==> src/rtl/rr_decode_arbiter_pkg.sv <==
// Shared types and helpers for the round-robin decode arbiter.
// Holds the FSM encoding and the rotating-priority search.
package rr_decode_pkg;

  localparam int N_REQ = 8;
  localparam int IDX_W = 3;

  typedef enum logic [1:0] {
    IDLE,
    BUSY,
    GAP
  } state_e;

  // First set request after `last`, wrapping; `last` itself is checked last.
  function automatic logic [IDX_W-1:0] next_rr(
    input logic [N_REQ-1:0] req,
    input logic [IDX_W-1:0] last
  );
    logic [IDX_W-1:0] idx;
    logic [IDX_W-1:0] res;
    logic             found;
    res   = last;
    found = 1'b0;
    for (int i = 1; i <= N_REQ; i++) begin
      idx = last + IDX_W'(i);
      if (!found && req[idx]) begin
        res   = idx;
        found = 1'b1;
      end
    end
    return res;
  endfunction

endpackage

==> src/rtl/rr_decode_arbiter_if.sv <==
// Request/grant bundle between requesting agents and the arbiter.
// master = requesters, slave = arbiter.
interface rr_decode_arbiter_if;
  import rr_decode_pkg::*;

  logic [N_REQ-1:0] req;
  logic [N_REQ-1:0] done;
  logic [N_REQ-1:0] grant;
  logic [IDX_W-1:0] grant_idx;
  logic             grant_vld;
  logic             timeout;

  modport master (
    output req, done,
    input  grant, grant_idx, grant_vld, timeout
  );

  modport slave (
    input  req, done,
    output grant, grant_idx, grant_vld, timeout
  );

endinterface

==> src/rtl/rr_decode_arbiter_idx_to_onehot.sv <==
// 3-bit index plus enable to 8-line one-hot decoder.
// Purely combinational; the arbiter registers the result.
module idx_to_onehot
  import rr_decode_pkg::*;
(
  input  logic [IDX_W-1:0] idx_i,
  input  logic             en_i,
  output logic [N_REQ-1:0] oh_o
);

  always_comb begin
    oh_o = '0;
    if (en_i) oh_o[idx_i] = 1'b1;
  end

endmodule

==> src/rtl/rr_decode_arbiter.sv <==
// Round-robin arbiter for one 8-way decoded resource.
// Holds each grant until done, abandon or hold timeout.
module rr_decode_arbiter
  import rr_decode_pkg::*;
#(
  parameter int MAX_HOLD = 16
) (
  input  logic                clk,
  input  logic                rst_n,
  rr_decode_arbiter_if.slave  bus
);

  localparam logic [7:0] HOLD_MAX  = 8'(MAX_HOLD);
  localparam logic [7:0] HOLD_LAST = 8'(MAX_HOLD - 1);

  state_e           state_q;
  logic [N_REQ-1:0] grant_q;
  logic [IDX_W-1:0] idx_q;
  logic             vld_q;
  logic             to_q;
  logic [7:0]       cnt_q;
  logic [IDX_W-1:0] last_q;

  logic [IDX_W-1:0] sel_d;
  logic [N_REQ-1:0] oh_d;
  logic             arb_d;
  logic             own_done;
  logic             own_req;
  logic             hold_end;

  assign sel_d    = next_rr(bus.req, last_q);
  assign arb_d    = (state_q == IDLE) && (|bus.req);
  assign own_done = bus.done[idx_q];
  assign own_req  = bus.req[idx_q];
  assign hold_end = (cnt_q == HOLD_LAST);

  idx_to_onehot u_dec (
    .idx_i (sel_d),
    .en_i  (arb_d),
    .oh_o  (oh_d)
  );

  always_ff @(posedge clk or negedge rst_n) begin
    if (!rst_n) begin
      state_q <= IDLE;
      grant_q <= '0;
      idx_q   <= '0;
      vld_q   <= 1'b0;
      to_q    <= 1'b0;
      cnt_q   <= '0;
      last_q  <= IDX_W'(N_REQ - 1);
    end else begin
      to_q <= 1'b0;
      unique case (state_q)
        IDLE: begin
          if (arb_d) begin
            grant_q <= oh_d;
            idx_q   <= sel_d;
            vld_q   <= 1'b1;
            last_q  <= sel_d;
            cnt_q   <= '0;
            state_q <= BUSY;
          end
        end
        BUSY: begin
          if (own_done || !own_req || hold_end) begin
            grant_q <= '0;
            vld_q   <= 1'b0;
            state_q <= GAP;
            // Only a pure hold expiry counts as a forced release.
            to_q    <= hold_end && !own_done && own_req;
          end else if (cnt_q != HOLD_MAX) begin
            cnt_q <= cnt_q + 8'd1;
          end
        end
        GAP: state_q <= IDLE;
        default: state_q <= IDLE;
      endcase
    end
  end

  assign bus.grant     = grant_q;
  assign bus.grant_idx = idx_q;
  assign bus.grant_vld = vld_q;
  assign bus.timeout   = to_q;

endmodule
==> src/flat_wrapper.sv <==
// flat-port wrapper written by rule: the top's interface ports become plain ports
module rr_decode_arbiter_flat import rr_decode_pkg::*;
#(
  parameter int MAX_HOLD = 16
)
  (clk, rst_n, bus_req, bus_done, bus_grant, bus_grant_idx, bus_grant_vld, bus_timeout);
  rr_decode_arbiter_if bus_i ();
  input  logic clk;
  input  logic rst_n;
  input wire logic [$bits(bus_i.req)-1:0] bus_req;
  input wire logic [$bits(bus_i.done)-1:0] bus_done;
  output wire logic [$bits(bus_i.grant)-1:0] bus_grant;
  output wire logic [$bits(bus_i.grant_idx)-1:0] bus_grant_idx;
  output wire logic [$bits(bus_i.grant_vld)-1:0] bus_grant_vld;
  output wire logic [$bits(bus_i.timeout)-1:0] bus_timeout;
  assign bus_i.req = bus_req;
  assign bus_i.done = bus_done;
  assign bus_grant = bus_i.grant;
  assign bus_grant_idx = bus_i.grant_idx;
  assign bus_grant_vld = bus_i.grant_vld;
  assign bus_timeout = bus_i.timeout;
  rr_decode_arbiter #(.MAX_HOLD(MAX_HOLD)) u_core (.clk(clk), .rst_n(rst_n), .bus(bus_i));
endmodule
==> config.mk <==
export PLATFORM = sky130hd
export DESIGN_NAME = rr_decode_arbiter_flat
export DESIGN_NICKNAME = d
export VERILOG_FILES = /design/src/rtl/rr_decode_arbiter_pkg.sv /design/src/rtl/rr_decode_arbiter_if.sv /design/src/rtl/rr_decode_arbiter_idx_to_onehot.sv /design/src/rtl/rr_decode_arbiter.sv /design/src/flat_wrapper.sv
export SDC_FILE = /design/constraint.sdc
export NUM_CORES = 1
export LEC_CHECK = 0
export ABC_AREA = 1
export CORE_MARGIN = 4
export CORE_UTILIZATION = 45
export CTS_BUF_LIST = sky130_fd_sc_hd__clkbuf_16
export CTS_CLUSTER_DIAMETER = 200
export CTS_CLUSTER_SIZE = 25
export DETAILED_ROUTE_END_ITERATION = 10
export GPL_ROUTABILITY_DRIVEN = 0
export PLACE_DENSITY_LB_ADDON = 0.12
export RECOVER_POWER = 100
export SLEW_MARGIN = 20
export SYNTH_ARGS = -nofsm -noshare
export SYNTH_HDL_FRONTEND = slang
export SYNTH_SLANG_ARGS = --single-unit
==> constraint.sdc <==
create_clock -name clk -period 5.7 [get_ports clk]
set_input_delay 1.14 -clock clk [delete_from_list [all_inputs] [get_ports clk]]
set_output_delay 1.14 -clock clk [all_outputs]
set_load 0.02 [all_outputs]
**Run 1: cell outlines without signal wires**

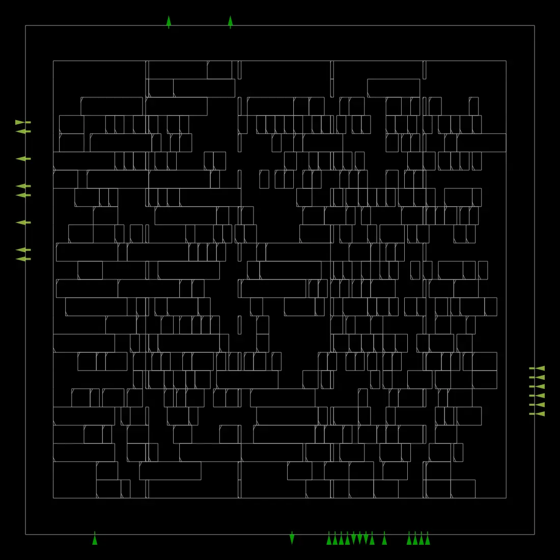
number of standard-cell rows in the floorplan: 24
Seq area share: 26.4%
tapcells inserted: 52
Core Box Area: 4410 µm²
core occupancy in the finished layout: 56.1%

**Run 1: sequential cells grouped by signal name**

Other sequential cells in the stronger grey, the rest of the logic in the fainter grey.
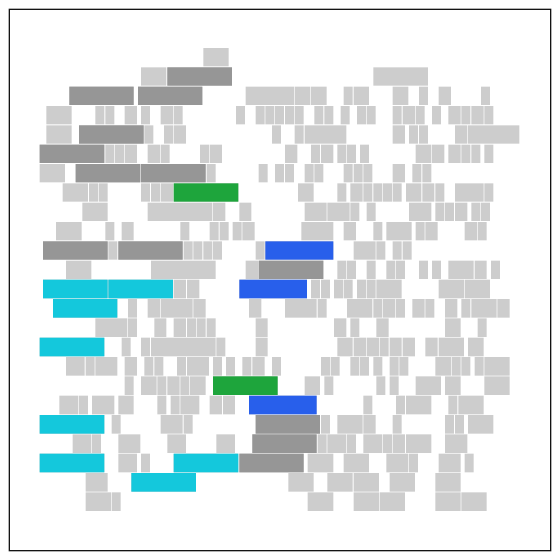
blue -> u_core.last_q  # sequential cells 3
cyan -> u_core.cnt_q  # sequential cells 8
green -> u_core.state_q  # sequential cells 2

==> summary.txt, run 1 <==
Purpose: to document the outcome of synthesis and place and route.

Logic synthesis
Synthesis instantiated 36 different standard cells from the library. The most frequent cell after synthesis is sky130_fd_sc_hd__nand2_1. The async set-or-reset flop fraction in the synthesized netlist is 100%. The primary flip-flop cell chosen by synthesis mapping is sky130_fd_sc_hd__dfrtp_1. The synthesis report lists the most area-consuming cells as sky130_fd_sc_hd__dfrtp_1 (28%), sky130_fd_sc_hd__nand2_1 (19%), sky130_fd_sc_hd__nand3_1 (9.6%).

STA
The final timing report lists a max-slew violation count of 0. Counting I/O delays and the setup requirement, the final critical path takes 3.09 ns. Setup total negative slack on the finished layout was measured at 0 ns. The worst path uses 54.2% of the clock period. In this build the clock could be raised as far as 323 MHz.

The final timing report lists clock skew as 0.00207 ns. Per the finish-stage timing summary, setup violations number 0.

Critical path
The kind of cell adding the most delay to the critical path is simple AND/OR/NAND/NOR gates. Along the critical path, the tally of buffer and inverter instances is 2. The cell sequence reported for the critical path is dlygate4sd3_1 -> nand2_1 -> nand3_1 -> nand2_1 -> nand2_1 -> nand2_1 -> inv_1 -> nand2_1 -> nand2_1 -> nand2_1 -> nand2_1 -> nand2_1 -> nand2_1 -> a21oi_1 -> nand3_1 -> nand2_1. The slowest library cell on the worst path is sky130_fd_sc_hd__dlygate4sd3_1. The worst setup path is launched from an input pin.

Final layout
The synthesis-to-layout area growth is 19.0%. The share of cells above drive strength 1 is 10.6%. The filler cells instantiated in the layout total 433.

Routing
In this run the remaining antenna-violating nets after routing total 0. Summed over all nets, wire length on met2 after detailed routing comes to 2320 µm. The routed design uses 162 µm of met3 wire.

In the per-layer summary, the met1 wirelength comes to 2350 µm.

Place
Timing analysis after detailed placement gives a worst setup slack of 2.49 ns. The instance area after placement is 2420 µm².

GRT
The initial antenna violation count is 0. The global-route wire length before repair is 8500 µm. The global routing report lists met2 layer usage as 29.5%.

Clocking
The cell at the root of the clock tree is sky130_fd_sc_hd__clkbuf_16. Post-CTS timing repair inserted 0 buffers for setup.

Run status
The flow ran to the end, and the final reports show no timing, DRC or antenna violations.

Floorplanning
For this design the top-level I/O count stands at 31.

Min path
The most critical min-delay path falls under flop to flop.

Run
The number of maximum-capacitance violations recorded for the run is 0.
**Run 1: wires at chosen ports, followed through buffers**

Bar = 20 µm.
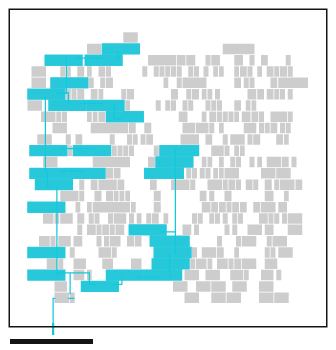
cyan -> rst_n  # bits 1, direction input, end cells 26, wire 161 µm

==> run 1: cells by family (layout without fill, tap and decap cells) <==
kind of cell,Yosys count,in the layout,share of synthesized area [%]
AND-OR/OR-AND,27,27,9.08
XOR/XNOR,8,8,3.37
adder cells (fa/ha/maj),4,4,2.41
buffers and inverters,38,68,7.58
flip-flops,26,26,31.4
AND/OR/NAND/NOR,197,197,46.1
==> run 1: cell type report <==
type	count	area share [%]
well taps	52	2.63
repair buffers	31	12.3
flip-flops and latches	26	26.4
clock buffers	3	3.03
clock inverters	1	0.152
multi-input cells	236	50.5
inverters	33	5.00
**Run 1: metal 2**

Bar = 20 µm.
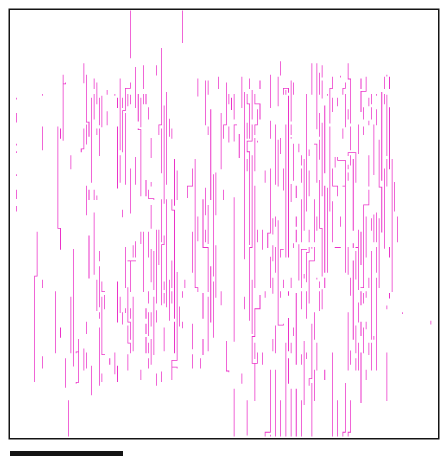

==> run 1 -> run 2 <==
==> constraint.sdc (replaced) <==
create_clock -name clk -period 3.2 [get_ports clk]
set_input_delay 0.64 -clock clk [delete_from_list [all_inputs] [get_ports clk]]
set_output_delay 0.64 -clock clk [all_outputs]
set_load 0.02 [all_outputs]
**Run 2: metal 2**

Bar = 20 µm.
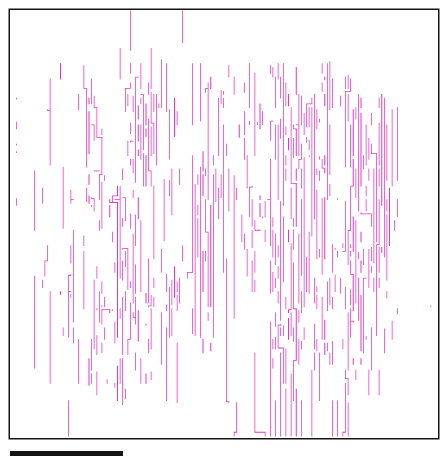
share of all routed wire = 48%
longest straight run = 30.3 µm

==> summary.txt, run 2 <==
Purpose: to document the outcome of synthesis and place and route.

Run status
The flow ran to the end, and the final reports show no timing, DRC or antenna violations.

Logic synthesis
The number of unique standard cell types used by synthesis is 36 (unchanged).

Routing
The length of routed met2 wiring came to 2490 µm (+7.5%).

GRT
The met2 track utilization from global routing is 30.5% (+0.94 points).

STA
The number of pins exceeding their max-slew limit in the final report is 0 (unchanged). The worst setup skew after layout is 0.00410 ns (+0.00203 ns). The summed negative setup slack over all endpoints came to 0 ns (unchanged).

Final layout
The fraction of the core area covered by cells at the end of the flow is 56.8% (+0.71 points). In this run the layout overhead on the synthesized area is reported as 20.5%.

Critical path
STA classifies the critical path startpoint as a flop.

Run
The reported max-cap violation count is 0 (unchanged).

Clocking
The post-CTS setup-driven buffer insertion count is 0 (unchanged).

Min path
The worst hold path belongs to the class flop to flop.
-- run 2: cells by family after synthesis --
logic type | count (synthesis) | share of synthesized area, %
XOR/XNOR | 8 | 3.37
adder cells (fa/ha/maj) | 4 | 2.41
AND-OR/OR-AND | 27 | 9.08
flip-flops | 26 | 31.4
AND/OR/NAND/NOR | 197 | 46.1
buffers and inverters | 38 | 7.58
-- run 2: per-stage QoR --
step	hold WS [ns]	std cells
floorplan	0.344	300
global placement	0.464	381
detailed placement	0.463	381
CTS	0.482	385
global route	0.525	385
finish	0.474	385
-- run 2: final cells by class --
cell class,instances,area share [%]
Multi-Input combinational cell,236,50.2
Timing Repair Buffer,34,13.0
Clock inverter,1,0.150
Clock buffer,3,2.99
Tap cell,52,2.59
Sequential cell,26,26.1
Inverter,33,4.94
